==> run_1/registers.png <==
Bar = 50 um. Other sequential cells in the stronger grey, the rest of the logic in the fainter grey.
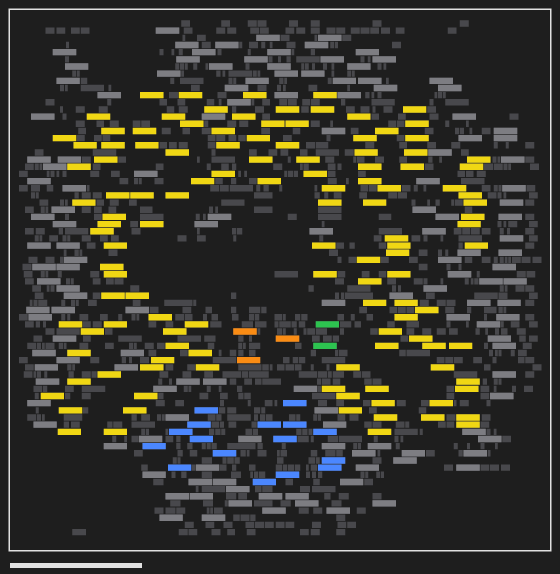
==> run_1/gate_families.png <==
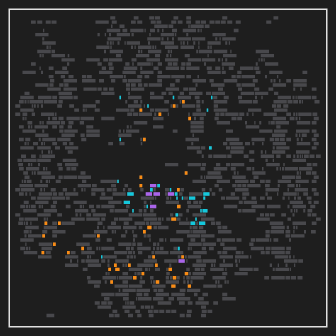
==> run_1/final_congestion.png <==
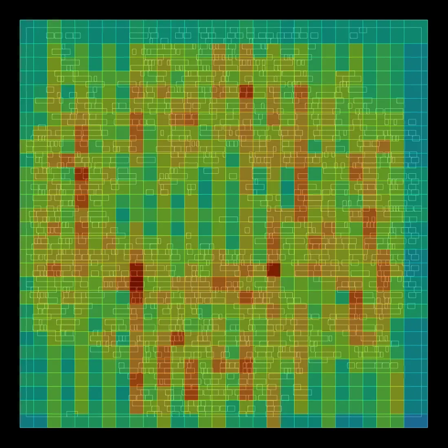
$ cat config.mk
export PLATFORM = sky130hd
export DESIGN_NAME = raw_column_reader_flat
export DESIGN_NICKNAME = d
export VERILOG_FILES = /design/src/rtl/raw_column_reader_if.sv /design/src/rtl/raw_column_reader.sv /design/src/flat_wrapper.sv
export SDC_FILE = /design/constraint.sdc
export NUM_CORES = 1
export LEC_CHECK = 0
export CORE_MARGIN = 3
export CORE_UTILIZATION = 30
export CTS_CLUSTER_SIZE = 28
export DETAILED_ROUTE_END_ITERATION = 12
export PLACE_DENSITY = 0.53
export SETUP_SLACK_MARGIN = 0.5
export SLEW_MARGIN = 20
export SYNTH_ARGS = -nofsm -noshare
export SYNTH_HDL_FRONTEND = slang
export SYNTH_SLANG_ARGS = --single-unit
$ cat constraint.sdc
create_clock -name clock -period 3.4 [get_ports clock]
set_clock_uncertainty 0.15 [all_clocks]
set_input_delay 0.85 -clock clock [delete_from_list [all_inputs] [get_ports clock]]
set_output_delay 0.85 -clock clock [all_outputs]
set_load 0.02 [all_outputs]
$ cat src/rtl/raw_column_reader_if.sv
// Byte-in / column-out stream bundle for raw_column_reader.
//   master : byte producer and column sink side (drives byte_*, col_ready)
//   slave  : the column reader itself (drives byte_ready, col_*, err_short)
interface raw_column_reader_if #(
    parameter int unsigned PIPELINE_HEIGHT = 5,
    parameter int unsigned COLOR_WIDTH     = 8,
    parameter int unsigned INDEX_WIDTH     = 16
);
    localparam int unsigned COL_W = PIPELINE_HEIGHT * 3 * COLOR_WIDTH;

    // Byte stream
    logic                   byte_valid;
    logic [COLOR_WIDTH-1:0] byte_data;
    logic                   byte_last;
    logic                   byte_ready;

    // Column stream
    logic                   col_valid;
    logic                   col_ready;
    logic [COL_W-1:0]       col_pixels;
    logic                   col_last;
    logic [INDEX_WIDTH-1:0] col_index;

    // Sticky short-frame status
    logic                   err_short;

    modport master (
        output byte_valid, byte_data, byte_last, col_ready,
        input  byte_ready, col_valid, col_pixels, col_last, col_index, err_short
    );

    modport slave (
        input  byte_valid, byte_data, byte_last, col_ready,
        output byte_ready, col_valid, col_pixels, col_last, col_index, err_short
    );
endinterface

$ cat src/rtl/raw_column_reader.sv
// raw_column_reader: reassembles an R,G,B byte stream into columns of
// PIPELINE_HEIGHT pixels for the head of the image pipeline.
// Ports:
//   clock   - system clock, rising edge
//   reset_n - asynchronous active-low reset
//   bus     - slave side of raw_column_reader_if (byte in, column out,
//             sticky err_short)
// Pixel p of col_pixels sits at [p*3W +: 3W], red in the top byte.
module raw_column_reader #(
    parameter int unsigned PIPELINE_HEIGHT = 5,
    parameter int unsigned COLOR_WIDTH     = 8,
    parameter int unsigned INDEX_WIDTH     = 16
) (
    input  logic                  clock,
    input  logic                  reset_n,
    raw_column_reader_if.slave    bus
);
    localparam int unsigned PIX_W = 3 * COLOR_WIDTH;
    localparam int unsigned COL_W = PIPELINE_HEIGHT * PIX_W;
    localparam int unsigned PTR_W = (PIPELINE_HEIGHT > 1) ? $clog2(PIPELINE_HEIGHT) : 1;

    // Channel encoding: 0 = R, 1 = G, 2 = B
    logic [1:0]             chan_q, chan_d;
    logic [PTR_W-1:0]       pix_q, pix_d;
    logic [COL_W-1:0]       stage_q, stage_d;
    logic                   col_valid_q, col_valid_d;
    logic [COL_W-1:0]       col_pixels_q, col_pixels_d;
    logic                   col_last_q, col_last_d;
    logic [INDEX_WIDTH-1:0] col_index_q, col_index_d;
    logic [INDEX_WIDTH-1:0] cnt_q, cnt_d;
    logic                   err_short_q, err_short_d;

    logic                   byte_ready_c;
    logic                   accept_c;
    logic                   col_final_c;
    logic [COL_W-1:0]       merged_c;

    // Intake stalls whenever an unaccepted column is held
    assign byte_ready_c = !col_valid_q || bus.col_ready;
    assign accept_c     = bus.byte_valid && byte_ready_c;
    assign col_final_c  = (pix_q == PTR_W'(PIPELINE_HEIGHT - 1)) && (chan_q == 2'd2);

    // Staging buffer with the incoming byte dropped into its slot
    always_comb begin
        merged_c = stage_q;
        for (int p = 0; p < int'(PIPELINE_HEIGHT); p++) begin
            for (int c = 0; c < 3; c++) begin
                if (pix_q == PTR_W'(p) && chan_q == 2'(c)) begin
                    merged_c[p*int'(PIX_W) + (2-c)*int'(COLOR_WIDTH) +: COLOR_WIDTH] = bus.byte_data;
                end
            end
        end
    end

    // Next-state: byte intake, column load, output handshake
    always_comb begin
        chan_d       = chan_q;
        pix_d        = pix_q;
        stage_d      = stage_q;
        col_valid_d  = col_valid_q;
        col_pixels_d = col_pixels_q;
        col_last_d   = col_last_q;
        col_index_d  = col_index_q;
        cnt_d        = cnt_q;
        err_short_d  = err_short_q;

        if (col_valid_q && bus.col_ready) begin
            col_valid_d = 1'b0;
        end

        if (accept_c) begin
            if (col_final_c || bus.byte_last) begin
                // Column complete or frame ended: load output, restart column
                col_valid_d  = 1'b1;
                col_pixels_d = merged_c;
                col_last_d   = bus.byte_last;
                col_index_d  = cnt_q;
                cnt_d        = bus.byte_last ? '0 : cnt_q + INDEX_WIDTH'(1);
                stage_d      = '0;
                chan_d       = 2'd0;
                pix_d        = '0;
                if (bus.byte_last && !col_final_c) begin
                    err_short_d = 1'b1;
                end
            end else begin
                stage_d = merged_c;
                if (chan_q == 2'd2) begin
                    chan_d = 2'd0;
                    pix_d  = pix_q + PTR_W'(1);
                end else begin
                    chan_d = chan_q + 2'd1;
                end
            end
        end
    end

    always_ff @(posedge clock or negedge reset_n) begin
        if (!reset_n) begin
            chan_q       <= 2'd0;
            pix_q        <= '0;
            stage_q      <= '0;
            col_valid_q  <= 1'b0;
            col_pixels_q <= '0;
            col_last_q   <= 1'b0;
            col_index_q  <= '0;
            cnt_q        <= '0;
            err_short_q  <= 1'b0;
        end else begin
            chan_q       <= chan_d;
            pix_q        <= pix_d;
            stage_q      <= stage_d;
            col_valid_q  <= col_valid_d;
            col_pixels_q <= col_pixels_d;
            col_last_q   <= col_last_d;
            col_index_q  <= col_index_d;
            cnt_q        <= cnt_d;
            err_short_q  <= err_short_d;
        end
    end

    assign bus.byte_ready = byte_ready_c;
    assign bus.col_valid  = col_valid_q;
    assign bus.col_pixels = col_pixels_q;
    assign bus.col_last   = col_last_q;
    assign bus.col_index  = col_index_q;
    assign bus.err_short  = err_short_q;
endmodule

$ cat src/flat_wrapper.sv
// flat-port wrapper written by rule: the top's interface ports become plain ports
module raw_column_reader_flat 
#(
    parameter int unsigned PIPELINE_HEIGHT = 5,
    parameter int unsigned COLOR_WIDTH     = 8,
    parameter int unsigned INDEX_WIDTH     = 16
)
  (clock, reset_n, bus_byte_valid, bus_byte_data, bus_byte_last, bus_col_ready, bus_byte_ready, bus_col_valid, bus_col_pixels, bus_col_last, bus_col_index, bus_err_short);
  raw_column_reader_if #(.PIPELINE_HEIGHT(PIPELINE_HEIGHT), .COLOR_WIDTH(COLOR_WIDTH), .INDEX_WIDTH(INDEX_WIDTH)) bus_i ();
  input  logic clock;
  input  logic reset_n;
  input wire logic [$bits(bus_i.byte_valid)-1:0] bus_byte_valid;
  input wire logic [$bits(bus_i.byte_data)-1:0] bus_byte_data;
  input wire logic [$bits(bus_i.byte_last)-1:0] bus_byte_last;
  input wire logic [$bits(bus_i.col_ready)-1:0] bus_col_ready;
  output wire logic [$bits(bus_i.byte_ready)-1:0] bus_byte_ready;
  output wire logic [$bits(bus_i.col_valid)-1:0] bus_col_valid;
  output wire logic [$bits(bus_i.col_pixels)-1:0] bus_col_pixels;
  output wire logic [$bits(bus_i.col_last)-1:0] bus_col_last;
  output wire logic [$bits(bus_i.col_index)-1:0] bus_col_index;
  output wire logic [$bits(bus_i.err_short)-1:0] bus_err_short;
  assign bus_i.byte_valid = bus_byte_valid;
  assign bus_i.byte_data = bus_byte_data;
  assign bus_i.byte_last = bus_byte_last;
  assign bus_i.col_ready = bus_col_ready;
  assign bus_byte_ready = bus_i.byte_ready;
  assign bus_col_valid = bus_i.col_valid;
  assign bus_col_pixels = bus_i.col_pixels;
  assign bus_col_last = bus_i.col_last;
  assign bus_col_index = bus_i.col_index;
  assign bus_err_short = bus_i.err_short;
  raw_column_reader #(.PIPELINE_HEIGHT(PIPELINE_HEIGHT), .COLOR_WIDTH(COLOR_WIDTH), .INDEX_WIDTH(INDEX_WIDTH)) u_core (.clock(clock), .reset_n(reset_n), .bus(bus_i));
endmodule
==> impl_table.tex, run 1 <==
% Generated from flow reports
\begin{tabular}{lr}
\hline
Metric & Value \\
\hline
\multicolumn{2}{l}{\textbf{Critical path}} \\
\quad Maximum fanout encountered on the critical timing path & 2 \\
\quad Depth of the worst register-to-register path & 8 \\
\quad Destination of the critical timing path & bus\_byte\_ready \\
\quad CP Launch Type & primary input \\
\quad Launching instance or port of the critical path & bus\_col\_ready \\
\quad Terminus of the critical flop-to-flop path & u\_core.stage\_q[51] \\
\quad Worst path cell trace & clkdlybuf4s50\_1, nand2b\_1, dlygate4sd2\_1 \\
\multicolumn{2}{l}{\textbf{Global route}} \\
\quad Via count of the first global-routing pass & 8512 \\
\quad Peak-usage layer in the global routing report & met2 \\
\quad GR Util met3 & 0.0264 \\
\multicolumn{2}{l}{\textbf{Yosys}} \\
\quad Number of library cell types mapped by synthesis & 44 \\
\quad Sequential-to-total area share from yosys stat & 0.589 \\
\quad Cell area after synthesis & 11900 sq um \\
\quad Cells in synth\_stat.txt & 1021 \\
\quad Count of flip-flops with a built-in enable after synthesis & 0 \\
\quad Top cells by instance count after synthesis & sky130\_fd\_sc\_hd\_\_dfrtp\_1, sky130\_fd\_sc\_hd\_\_nand2\_1, sky130\_fd\_sc\_hd\_\_o21ai\_0 \\
\quad Leading cell type by number of instances after synthesis & sky130\_fd\_sc\_hd\_\_dfrtp\_1 \\
\quad Commonest register cell after synthesis & sky130\_fd\_sc\_hd\_\_dfrtp\_1 \\
\quad Chip area line of the yosys report & approximately 12000 sq um \\
\multicolumn{2}{l}{\textbf{Placement}} \\
\quad Number of cells after detailed placement & 1641 \\
\multicolumn{2}{l}{\textbf{Route}} \\
\quad Detailed Route Iter0 Violations & approximately 430 \\
\quad Top layer in use & met4 \\
\quad Antenna violation net count after detailed routing & 0 \\
\quad Length of the first detailed-routing pass in iterations & 5 \\
\quad Routed length on met3 & 1.37 mm \\
\multicolumn{2}{l}{\textbf{Clock tree}} \\
\quad Inserted Clock Buffers & 34 \\
\multicolumn{2}{l}{\textbf{Timing}} \\
\quad Number of max-slew violations in the final report & 0 \\
\quad Final Setup Violations & 0 \\
\quad Tightest Pin Transition & around 850 ps \\
\quad Final hold violation count & 0 \\
\multicolumn{2}{l}{\textbf{Power}} \\
\quad Switching power share of the total & 0.294 \\
\quad Leading power group & sequential cells \\
\quad Cell leakage power & slightly below 7 nW \\
\quad Sequential group share of total power & 0.404 \\
\quad Clock group & 3.74 mW \\
\multicolumn{2}{l}{\textbf{Run status}} \\
\quad Result of the run & completed \\
\multicolumn{2}{l}{\textbf{Floorplan}} \\
\quad I/O pins & 153 \\
\quad Placeable core region & roughly 39000 sq um \\
\quad Die Span X & roughly 210 um \\
\quad Floorplan die area & between 40000 and 50000 sq um \\
\multicolumn{2}{l}{\textbf{Cells and area}} \\
\quad Top Layout Cells & sky130\_fd\_sc\_hd\_\_dfrtp\_1, sky130\_fd\_sc\_hd\_\_clkdlybuf4s50\_1, sky130\_fd\_sc\_hd\_\_nand2\_1 \\
\quad Share of cells above drive strength 1 & 0.101 \\
\hline
\end{tabular}
Back to the opening pictures, registers.png:
Key: u_core.cnt_q = blue [placed flops 16, where south]; u_core.pix_q = orange [placed flops 3]; u_core.stage_q = yellow [placed flops 120]; u_core.chan_q = green [placed flops 2]
Another 139 sequential cells are not coloured.

Back to the opening pictures, gate_families.png:
Key: AND and OR gates = orange [cells 38, most used and2_1]; adder and majority cells = purple [cells 6, most used ha_1, where centre]; NOR gates = cyan [cells 29, most used nor2_1]

Back to the opening pictures, final_congestion.png:
end-of-flow core utilization: 0.389
met2 track demand over resource: 0.235

-- run 1: flip-flops by register name, summed over array words and instances (netlist names) --
signal and flops:
u_core.chan_q 2, u_core.bus.err_short 1, u_core.bus.col_pixels 120, u_core.bus.col_valid 1, u_core.stage_q 120, u_core.bus.col_index 16, u_core.bus.col_last 1, u_core.pix_q 3
u_core.cnt_q 16
-- run 1: worst max-delay path: cells and delay by family --
family | cells | cell delay, ps
buffers and inverters | 2 | 770
and+or+nand+nor | 1 | 110
-- run 1: cell type report --
| cell class | count | area (sq um) | area share |
|---|---|---|---|
| flip-flops and latches | 280 | 7010 | 0.462 |
| repair buffers | 185 | 1840 | 0.121 |
| clock inverters | 15 | 158 | 0.0104 |
| multi-input cells | 654 | 4480 | 0.295 |
| inverters | 4 | 15.0 | 0.000991 |
| well taps | 518 | 648 | 0.0428 |
| clock buffers | 46 | 1010 | 0.0666 |
-- run 1: through the flow --
stage	instance area (sq um)	utilization	setup slack, ps	total power [mW]	hold slack, ps
floorplan	11900	-	915	5.25	303
global placement	14000	0.359	368	6.22	313
detailed placement	14000	0.359	377	6.24	317
CTS	15200	0.389	651	10.0	211
global route	15200	0.389	584	10.4	242
finish	15200	0.389	660	9.88	198
-- run 1: cell families after synthesis --
| family | count (synthesis) | synth area share |
|---|---|---|
| buffers and inverters | 87 | 0.0339 |
| flip-flops | 280 | 0.589 |
| adder cells (fa/ha/maj) | 6 | 0.00632 |
| AND-OR/OR-AND | 287 | 0.163 |
| multiplexers | 136 | 0.116 |
| XOR/XNOR | 1 | 0.000737 |
| AND/OR/NAND/NOR | 224 | 0.0901 |
-- run 1: timing repair --
action                                  CTS  global route
hold endpoints to repair                  0             0
endpoints found under the setup margin    1             0
gates resized                             1             0
==> run_1/zoom.png <==
Bar = 10 um. Window x 39 to 64, y 39 to 64 um. Cells in grey, sequential cells in the stronger grey; small squares are vias.
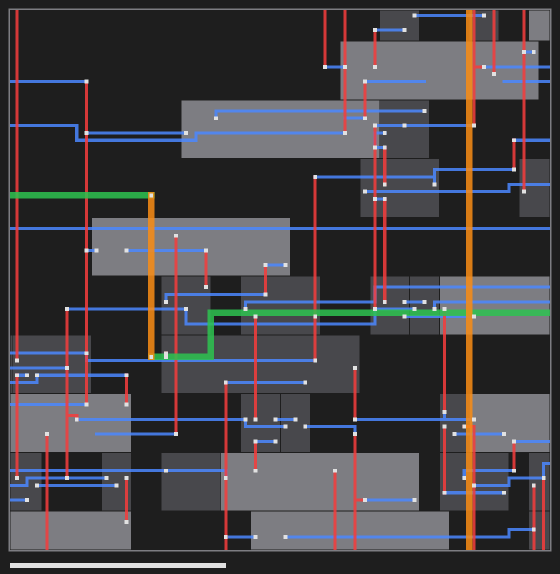

==> run 1 -> run 2 <==
PLACE_DENSITY = 0.54   (was 0.53)
clock period = 2.3 ns   (was 3.4 ns; I/O delays follow)
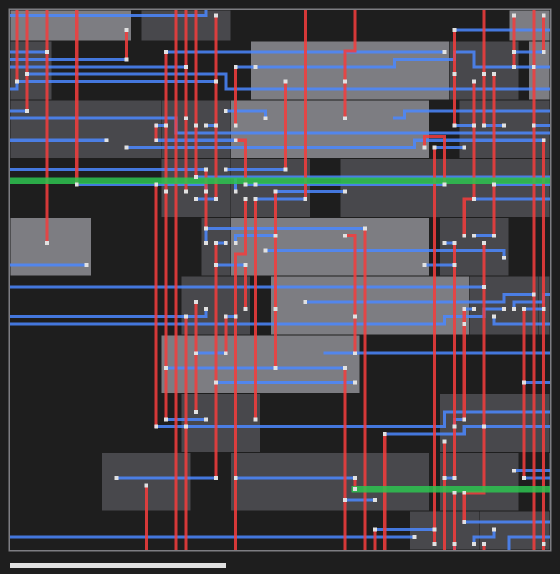
(run_2/zoom.png)
Bar = 10 um. Window x 39 to 64, y 39 to 64 um. Cells in grey, sequential cells in the stronger grey; small squares are vias.
Key: met3 = green; met2 = red; met1 = blue
Most frequent: a22o_1 (6), dfrtp_1 (6), mux2i_1 (3). Netlist names of flops here include u_core.stage_q (5), u_core.bus.col_pixels (1). Sequential cells in the window: 6. 26 logic cells have their middle in the window.

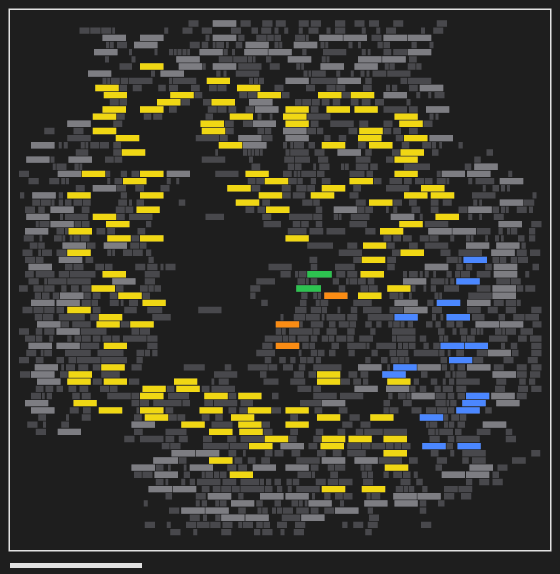
(run_2/registers.png)
Bar = 50 um. Other sequential cells in the stronger grey, the rest of the logic in the fainter grey.
Key: u_core.stage_q = yellow [placed flops 120]; u_core.pix_q = orange [placed flops 3]; u_core.chan_q = green [placed flops 2]; u_core.cnt_q = blue [placed flops 16]

==> impl_table.tex, run 2 <==
% Generated from flow reports
\begin{tabular}{lr}
\hline
Metric & Value \\
\hline
\multicolumn{2}{l}{\textbf{Run status}} \\
\quad Result of the run & completed \\
\multicolumn{2}{l}{\textbf{Yosys}} \\
\quad Top cells by instance count after synthesis & sky130\_fd\_sc\_hd\_\_dfrtp\_1, sky130\_fd\_sc\_hd\_\_nand2\_1, sky130\_fd\_sc\_hd\_\_o21ai\_0 \\
\quad Sequential-to-total area share from yosys stat & 0.589 (unchanged) \\
\quad Commonest register cell after synthesis & sky130\_fd\_sc\_hd\_\_dfrtp\_1 \\
\quad Count of flip-flops with a built-in enable after synthesis & 0 (unchanged) \\
\quad Main area contributors after synthesis & sky130\_fd\_sc\_hd\_\_dfrtp\_1, sky130\_fd\_sc\_hd\_\_mux2i\_1, sky130\_fd\_sc\_hd\_\_a22o\_1 \\
\quad Number of library cell types mapped by synthesis & 44 (unchanged) \\
\quad Chip area line of the yosys report & 11900 sq um (unchanged) \\
\quad Leading cell type by number of instances after synthesis & sky130\_fd\_sc\_hd\_\_dfrtp\_1 \\
\quad Cell area after synthesis & 11900 sq um (unchanged) \\
\quad Cells in synth\_stat.txt & 1021 (unchanged) \\
\multicolumn{2}{l}{\textbf{Floorplan}} \\
\quad Die Span X & 205 um (unchanged) \\
\quad Floorplan die area & 42000 sq um (unchanged) \\
\quad Placeable core region & 38900 sq um (unchanged) \\
\quad Cell row count & 72 \\
\multicolumn{2}{l}{\textbf{Power}} \\
\quad Cell leakage power & 8.78 nW (+27\%) \\
\quad Leading power group & sequential cells \\
\quad Pwr Total & 16.1 mW (+63\%) \\
\quad Seq power & 5.99 mW \\
\quad Clock group & 5.46 mW (+46\%) \\
\quad Maximum resistive drop on vdd & 0.000454 V \\
\quad Clock group share of total power & 0.339 \\
\quad Sequential group share of total power & 0.371 (-0.033) \\
\quad Switching power share of the total & 0.301 (+0.00754) \\
\multicolumn{2}{l}{\textbf{Global route}} \\
\quad Peak-usage layer in the global routing report & met2 \\
\quad Via count of the first global-routing pass & 9190 (+8.0\%) \\
\quad Maximum number of pins on one net before global-route repair & 58 \\
\quad First-pass GRT wire length & 54.3 mm \\
\quad Number of antenna violations at the first check in global routing & 0 \\
\quad Met2 track demand over resource & 0.265 (+0.0300) \\
\quad GR Util met3 & 0.0284 (+0.00207) \\
\multicolumn{2}{l}{\textbf{Timing}} \\
\quad Maximum clock frequency & between 400 and 500 MHz \\
\quad Final Setup Violations & 0 (unchanged) \\
\quad Tightest Pin Transition & 758 ps (-87.4 ps) \\
\quad Final worst-path cycle share & 0.931 \\
\quad Worst hold slack across all endpoints & 319 ps (+121 ps) \\
\quad Final Worst Setup Slack & 159 ps (-502 ps) \\
\quad Number of max-slew violations in the final report & 0 (unchanged) \\
\quad Post-route setup TNS & 0 ps \\
\quad Final hold violation count & 0 (unchanged) \\
\quad Final critical-path required period & around 2100 ps \\
\multicolumn{2}{l}{\textbf{Critical path}} \\
\quad Buffers \& Inverters on Critical Path & 2 (unchanged) \\
\quad Maximum fanout encountered on the critical timing path & 10 (+8) \\
\quad Worst path cell trace & and4b\_2, o211ai\_4, buf\_12, buf\_16, mux2\_2 \\
\quad Terminus of the critical flop-to-flop path & u\_core.bus.col\_index[6] \\
\quad CP Launch Type & flip-flop \\
\quad Depth of the worst register-to-register path & 5 (-3) \\
\quad Top cell family by delay on the critical path & flip-flops \\
\quad Path type of the worst setup path & flip-flop to flip-flop \\
\quad Data arrival time of the worst path & 2380 ps \\
\multicolumn{2}{l}{\textbf{Cells and area}} \\
\quad Fill count & between 3000 and 4000 \\
\quad Most frequent standard cell in the layout excluding fill and tap cells & sky130\_fd\_sc\_hd\_\_dfrtp\_1 \\
\quad Area of all placed cells without fillers & 18100 sq um (+20\%) \\
\quad Share of cells above drive strength 1 & 0.429 (+0.328) \\
\quad End-of-flow core utilization & 0.466 (+0.0766) \\
\quad Top Layout Cells & sky130\_fd\_sc\_hd\_\_dfrtp\_1, sky130\_fd\_sc\_hd\_\_buf\_6, sky130\_fd\_sc\_hd\_\_buf\_4 \\
\multicolumn{2}{l}{\textbf{Placement}} \\
\quad Placed Area & 14700 sq um (+5.0\%) \\
\quad Number of cells after detailed placement & 1692 (+3.1\%) \\
\quad Worst-case setup slack after placement & -301 ps (-678 ps) \\
\multicolumn{2}{l}{\textbf{Clock tree}} \\
\quad Clk\_lat worst skew & 520 ps \\
\quad Number of levels the H-tree was split into & 2 \\
\quad CTS root buf & sky130\_fd\_sc\_hd\_\_clkbuf\_16 \\
\quad Resize count post-CTS & 814 (+813) \\
\quad Number of clock sinks & 280 \\
\quad Inserted Clock Buffers & 35 (+2.9\%) \\
\quad Post-CTS Setup Repair Bufs & 40 \\
\quad Clock tree from TritonCTS & built \\
\quad Max Root-Sink Buffers & 3 \\
\multicolumn{2}{l}{\textbf{Route}} \\
\quad Antenna violation net count after detailed routing & 0 (unchanged) \\
\quad Final Routed Wirelength & 36.5 mm \\
\quad Length of the first detailed-routing pass in iterations & 4 (-1) \\
\quad Detailed Route Iter0 Violations & 484 (+12\%) \\
\quad Routed length on met3 & 1.48 mm (+7.5\%) \\
\quad Residual DRC & 0 \\
\quad Top layer in use & met4 \\
\quad Via count & roughly 9000 \\
\hline
\end{tabular}
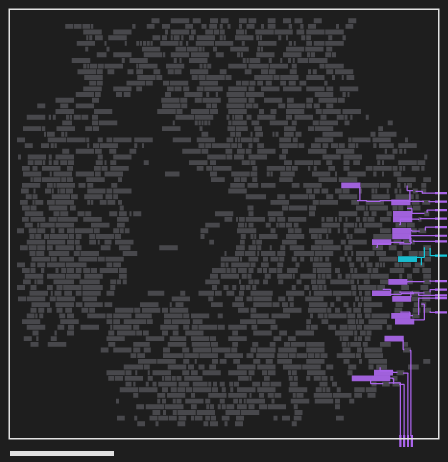
(run_2/port_nets.png)
Bar = 50 um.
Key: bus_col_index = purple [direction output, end cells 16, buffers 16, wire 428 um]; bus_col_valid = cyan [direction output, end cells 1, buffers 1, wire 19.2 um]
I/O pins: 153
count of input and output buffers: 152

## run 2: netlist changes by cell type in the layout (fill, tap and decap cells not counted), moves of 14 or more
cell and change:
sky130_fd_sc_hd__buf_4 +101, sky130_fd_sc_hd__buf_2 +20, sky130_fd_sc_hd__nand2_4 +14, sky130_fd_sc_hd__buf_12 +18
sky130_fd_sc_hd__nand2_1 -45, sky130_fd_sc_hd__o21ai_2 +47, sky130_fd_sc_hd__buf_6 +140, sky130_fd_sc_hd__o21ai_1 +14
sky130_fd_sc_hd__o21ai_0 -68, sky130_fd_sc_hd__nand2_2 +31, sky130_fd_sc_hd__clkdlybuf4s50_1 -142, sky130_fd_sc_hd__buf_8 +16
## run 2: final cells by class
cell class,instances,area [sq um],area share
clock buffer,53,1060,0.0582
clock inverter,7,90.1,0.00497
inverter,4,15.0,0.000828
multi-input combinational,654,5280,0.291
sequential,280,7010,0.387
tap,518,648,0.0357
timing repair buffer,362,4040,0.223
## run 2: how the worst max path moves through the flow
stage / to / from / cells past startpoint
final: u_core.bus.col_index[6] / u_core.pix_q[2] / 5
after global routing: u_core.cnt_q[12] / u_core.pix_q[2] / 6
after CTS: u_core.bus.col_pixels[41] / u_core.pix_q[1] / 8
after detailed placement: u_core.stage_q[93] / bus_col_ready / 7
after global placement: u_core.stage_q[88] / bus_col_ready / 7
after floorplan: u_core.cnt_q[8] / u_core.pix_q[1] / 9
## run 2: cells by family (layout without fill, tap and decap cells)
group                      after synthesis  in the layout  synth area share
muxes                                  136            136             0.116
DFF                                    280            280             0.589
buffers and inverters                   87            426            0.0339
AOI/OAI and AO/OA                      287            287             0.163
adders and majority gates                6              6           0.00632
and+or+nand+nor                        224            224            0.0901
xor gates and xnor gates                 1              1          0.000737
==> run_2/gate_families.png <==
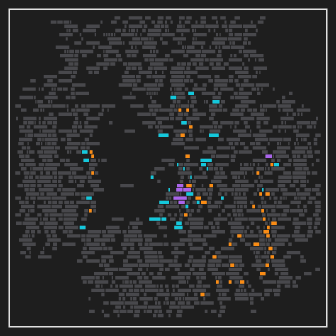

==> run 2 -> run 3 <==
CAP_MARGIN = 20   (was not set)
SETUP_SLACK_MARGIN = 0.02   (was 0.5)
clock period = 1.87 ns   (was 2.3 ns; I/O delays follow)
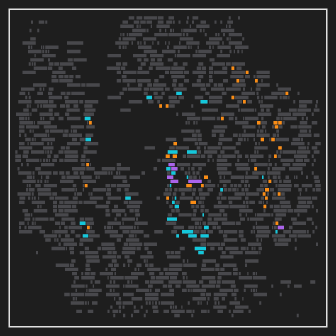
(run_3/gate_families.png)
Key: adder and majority cells = purple [cells 6, most used ha_1, where centre]; AND and OR gates = orange [cells 38, most used and2_1]; NOR gates = cyan [cells 29, most used nor2_4]

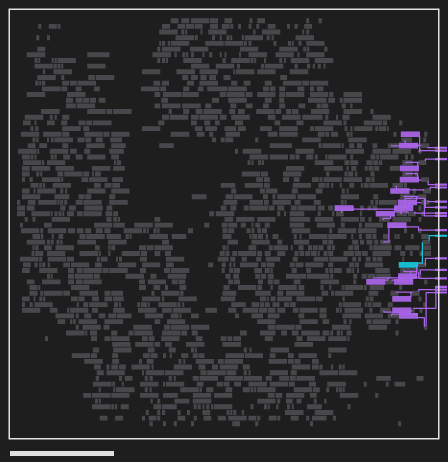
(run_3/port_nets.png)
Bar = 50 um.
Key: bus_col_index = purple [direction output, end cells 16, buffers 16, wire 439 um]; bus_col_valid = cyan [direction output, end cells 1, buffers 1, wire 18.9 um]

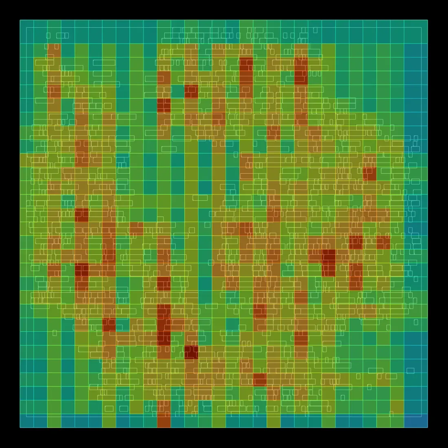
(run_3/final_congestion.png)
Wirelength per Cell: 18.9 um
peak-usage layer in the global routing report: met2
GR Util met3: 0.0264
grt met1 use: 0.224

==> impl_table.tex, run 3 <==
% Generated from flow reports
\begin{tabular}{lr}
\hline
Metric & Value \\
\hline
\multicolumn{2}{l}{\textbf{Cells and area}} \\
\quad Most frequent standard cell in the layout excluding fill and tap cells & sky130\_fd\_sc\_hd\_\_dfrtp\_1 \\
\quad Fill count & 3765 (+6.3\%) \\
\quad Top Layout Cells & sky130\_fd\_sc\_hd\_\_dfrtp\_1, sky130\_fd\_sc\_hd\_\_nand2\_1, sky130\_fd\_sc\_hd\_\_mux2i\_1 \\
\quad Register area & 7010 sq um (about the same) \\
\quad Share of cells above drive strength 1 & 0.308 (-0.120) \\
\multicolumn{2}{l}{\textbf{Global route}} \\
\quad Total gr overflow & 0 \\
\quad Number of antenna violations at the first check in global routing & 0 (unchanged) \\
\quad Via count of the first global-routing pass & 9207 (+0.18\%) \\
\quad Maximum number of pins on one net before global-route repair & 73 (+26\%) \\
\multicolumn{2}{l}{\textbf{Timing}} \\
\quad Number of max-slew violations in the final report & 0 (unchanged) \\
\quad Final hold violation count & 0 (unchanged) \\
\quad Maximum clock frequency & 490 MHz (+5.0\%) \\
\quad Final Worst Setup Slack & -169 ps (-328 ps) \\
\quad Final worst-path cycle share & 1.09 (+0.159) \\
\quad Final critical-path required period & 2040 ps (-102 ps) \\
\quad Final Setup Violations & 263 (+263) \\
\quad Worst hold slack across all endpoints & 240 ps (-79.0 ps) \\
\multicolumn{2}{l}{\textbf{Route}} \\
\quad Length of the first detailed-routing pass in iterations & 4 (unchanged) \\
\quad Via count & 8818 (-4.1\%) \\
\quad Residual DRC & 0 (unchanged) \\
\quad Antenna violation net count after detailed routing & 0 (unchanged) \\
\quad Detailed Route Iter0 Violations & 421 (-13\%) \\
\multicolumn{2}{l}{\textbf{Critical path}} \\
\quad Data arrival time of the worst path & 2380 ps (about the same) \\
\quad Maximum fanout encountered on the critical timing path & 8 (-2) \\
\quad Buffers \& Inverters on Critical Path & 5 (+3) \\
\quad Worst reg2reg path startpoint & u\_core.pix\_q[1] \\
\quad Destination of the critical timing path & u\_core.stage\_q[51] \\
\quad Terminus of the critical flop-to-flop path & u\_core.stage\_q[51] \\
\quad Launching instance or port of the critical path & u\_core.pix\_q[1] \\
\quad Top cell family by delay on the critical path & buffers and inverters \\
\quad CP Launch Type & flip-flop \\
\quad Path type of the worst setup path & flip-flop to flip-flop \\
\quad Worst path cell trace & inv\_2, ha\_4, buf\_6, nand4b\_1, nand4b\_1, buf\_6, buf\_12, buf\_8, o21ai\_4, a22o\_1 \\
\quad Depth of the worst register-to-register path & 10 (+5) \\
\multicolumn{2}{l}{\textbf{Placement}} \\
\quad Worst-case setup slack after placement & -736 ps (-435 ps) \\
\multicolumn{2}{l}{\textbf{Power}} \\
\quad Maximum resistive drop on vdd & 0.000711 V (+57\%) \\
\quad Cell leakage power & 7.78 nW (-11\%) \\
\quad Clock group share of total power & 0.341 (+0.002) \\
\quad Switching power share of the total & 0.306 (+0.00477) \\
\quad NetSw & 5.54 mW \\
\quad Pwr Density & 1110 nW/um\^{}2 \\
\quad Pwr Total & 18.1 mW (+12\%) \\
\multicolumn{2}{l}{\textbf{Floorplan}} \\
\quad Die Span X & 205 um (unchanged) \\
\quad Cell row count & 72 (unchanged) \\
\quad I/O pins & 153 (unchanged) \\
\multicolumn{2}{l}{\textbf{Yosys}} \\
\quad Main area contributors after synthesis & sky130\_fd\_sc\_hd\_\_dfrtp\_1, sky130\_fd\_sc\_hd\_\_mux2i\_1, sky130\_fd\_sc\_hd\_\_a22o\_1 \\
\quad Ys Warns & 0 \\
\quad Sequential-to-total area share from yosys stat & 0.589 (unchanged) \\
\quad Commonest register cell after synthesis & sky130\_fd\_sc\_hd\_\_dfrtp\_1 \\
\quad Top cells by instance count after synthesis & sky130\_fd\_sc\_hd\_\_dfrtp\_1, sky130\_fd\_sc\_hd\_\_nand2\_1, sky130\_fd\_sc\_hd\_\_o21ai\_0 \\
\quad Number of library cell types mapped by synthesis & 44 (unchanged) \\
\quad Count of flip-flops with a built-in enable after synthesis & 0 (unchanged) \\
\quad Cell area after synthesis & 11900 sq um (unchanged) \\
\quad Leading cell type by number of instances after synthesis & sky130\_fd\_sc\_hd\_\_dfrtp\_1 \\
\quad Cells in synth\_stat.txt & 1021 (unchanged) \\
\quad Chip area line of the yosys report & 11900 sq um (unchanged) \\
\multicolumn{2}{l}{\textbf{Clock tree}} \\
\quad Inserted Clock Buffers & 31 (-11\%) \\
\quad Number of clock sinks & 280 (unchanged) \\
\quad Max Root-Sink Buffers & 3 (unchanged) \\
\quad CTS root buf & sky130\_fd\_sc\_hd\_\_clkbuf\_16 \\
\quad Number of levels the H-tree was split into & 1 (-1) \\
\multicolumn{2}{l}{\textbf{Run status}} \\
\quad Result of the run & finished, violations left \\
\quad Violated checks & setup timing \\
\hline
\end{tabular}
[run 3: cell counts after synthesis]
Identical to the previous run, type by type.
[run 3: power groups by stage]
| stage | Clock, mW | Combinational [mW] | Sequential, mW |
|---|---|---|---|
| floorplan | 0 | 1.92 | 7.79 |
| global placement | 0 | 4.57 | 7.36 |
| detailed placement | 0 | 4.63 | 7.36 |
| CTS | 6.34 | 4.57 | 7.26 |
| global route | 6.63 | 5.11 | 7.33 |
| finish | 6.17 | 4.69 | 7.25 |
[run 3: final cells by class]
type	instances	share of cell area
Inverter	4	0.000922
Multi-Input combinational cell	654	0.298
Clock buffer	43	0.0541
Clock inverter	14	0.00937
Sequential cell	280	0.430
Tap cell	518	0.0398
Timing Repair Buffer	280	0.168
[run 3: metrics by stage]
| stage | area, sq um | std cells | utilization |
|---|---|---|---|
| floorplan | 12200 | 1021 | - |
| global placement | 14900 | 1711 | 0.383 |
| detailed placement | 14900 | 1711 | 0.383 |
| CTS | 16000 | 1781 | 0.412 |
| global route | 16300 | 1793 | 0.419 |
| finish | 16300 | 1793 | 0.419 |
[run 3: repair_timing]
item	4_1_cts	5_1_grt
hold buffers	1	0
setup endpoints to repair	405	326
gates cloned	2	3
pin swaps	5	49
setup buffers	10	9
hold endpoints to repair	51	0
resized	582	39
[run 3: cell families (layout without fill, tap and decap cells)]
group,Yosys count,after routing,share of synthesized area
AND-OR/OR-AND,287,287,0.163
flip-flops,280,280,0.589
AND/OR/NAND/NOR,224,224,0.0901
multiplexers,136,136,0.116
buffers and inverters,87,341,0.0339
adder cells (fa/ha/maj),6,6,0.00632
XOR/XNOR,1,1,0.000737
[run 3: routing by layer]
metal,GRT usage,wire [um],vias up
met3,0.0264,1380,52
met2,0.256,15600,173
met4,0.0376,746,0
met5,0,0,-
met1,0.224,16100,4453
li1,-,-,4140
Power is estimated from default activity; no workload was simulated.
